Fig. 1: cell classes on the final placement
Scale bar: 20 µm.
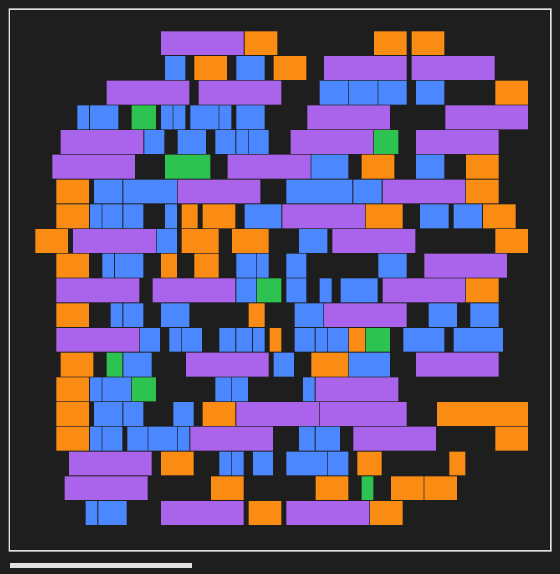
Fig. 2: track usage over the die
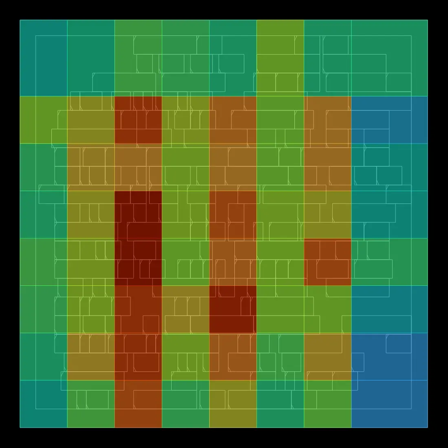
Design bit_serial_add_seq_flat, sky130hd; sources not shown.
==> summary.txt <==
run metrics: status=finished clean, HP Class=in2async, YS chip area=1540 µm², Stages on worst setup path=1, PortBufs=31, Die ar.=3530 µm², RSZ-0062 raised after global routing=false, Top cells excl fill/tap=dfrtp_1, clkdlybuf4s50_1, nor2_1, o22ai_1, o32ai_1, Via density=a little under 6, reg2reg setup slack=0.11 ns, Netlist cell types=23, Reg2Reg Depth=6, Crit Path Category=reg2out, DR pass1 iterations=4, H-tree levels=2, Clock Tree Buf Depth=2, combinational share of power=43.3%, CP max FO=1, layout cells sized above 1=between 10% and 20%, Hold Fails Final Rpt=0, antenna diode count=0, fmax=598 MHz, post-CTS setup buffer count=0, Yosys top cell by area=dfrtp_1, IO Pins=32, max cap viols=0, Total Wirelength=around 3100 µm, Area Growth Syn to Fin=29.3%, crit path cell chain=clkdlybuf4s50_1, Synth Instances=130, WP buf/inv=1, GP Congestion=0.702, sw frac=between 30% and 40%, Init Core Util=51.6%, overall power=3.27 mW, crit path time final=1.67 ns, CTS clk-pin slew, worst paths=approximately 0.10 ns, Slowest cell on crit path=dfstp_2, Commonest cells post-synth=dfrtp_1, nor2_1, o22ai_1, Hold WS=0.330 ns, yosys stat cell total=130, total grt overflow=0, worst vdd ir=~0.76 mV, Die Ht=59.4 µm, number of global-route vias before repair=around 1.2k, count leader, synth=dfrtp_1
Back to the opening pictures, Fig. 1:
class	color	cells	share of their area
sequential cells	purple	34	44%
remaining buffers and delay cells	orange	44	22%
combinational and other logic	blue	85	31%
clock drivers and dummy loads	green	8	3.1%
Core Rows: 20
Finished Core Util: 66.7%
sequential cell area share: 42.9%

Back to the opening pictures, Fig. 2:
gr usage total: 20.4%
Routed WL per cell: 15.3 µm
gr busiest metal: met2
met2 Track Usage GR: 33.4%

==> repair_timing <==
action / 4_1_cts / 5_1_grt
resized: 0 / 2
setup endpoints to repair: 0 / 1
hold buffers: 1 / 0
hold endpoints to repair: 15 / 0
==> cell families (layout without fill, tap and decap cells) <==
family                   count (synthesis)  after routing  share of synthesized area, %
AND/OR/NAND/NOR                         29             29                          9.05
buffers and inverters                   13             54                          5.95
AND-OR/OR-AND                           47             47                          23.5
multiplexers                             2              2                          1.47
adder cells (fa/ha/maj)                  5              5                          4.56
flip-flops                              34             34                          55.5
==> metrics by stage <==
| stage | instance area, µm² | util, % | setup WS [ns] |
|---|---|---|---|
| 2_1_floorplan | 1540 | - | 0.189 |
| 3_3_place_gp | 1890 | 63.4 | -0.284 |
| 3_5_place_dp | 1910 | 64.1 | 0.0521 |
| 4_1_cts | 1980 | 66.5 | 0.0342 |
| 5_1_grt | 1990 | 66.7 | 0.0402 |
| 6_report | 1990 | 66.7 | 0.0778 |
==> final cells by class <==
cell class / instances / area, µm²
Timing Repair Buffer: 33 / 343
Fill cell: 257 / 992
Clock buffer: 7 / 55.1
Sequential cell: 34 / 852
Tap cell: 33 / 41.3
Buffer: 11 / 83.8
Multi-Input combinational cell: 83 / 598
Clock inverter: 1 / 5.00
Inverter: 2 / 7.51
==> power by group through the flow <==
stage                     sequential, mW  clock (mW)  combinational [mW]
after floorplan                     1.37           0               0.919
after global placement              1.39           0                1.34
after detailed placement            1.41           0                1.41
after CTS                           1.39       0.468                1.42
after global routing                1.44       0.502                1.57
final                               1.40       0.457                1.41
==> layer usage <==
layer	vias to the layer above	share of wire, %	GRT usage, %
met5	-	0	0
met4	0	1.5	7.14
met3	5	5.5	7.21
met2	34	51	33.4
met1	604	42	24.8
li1	568	-	-
Power is estimated from default activity; no workload was simulated.
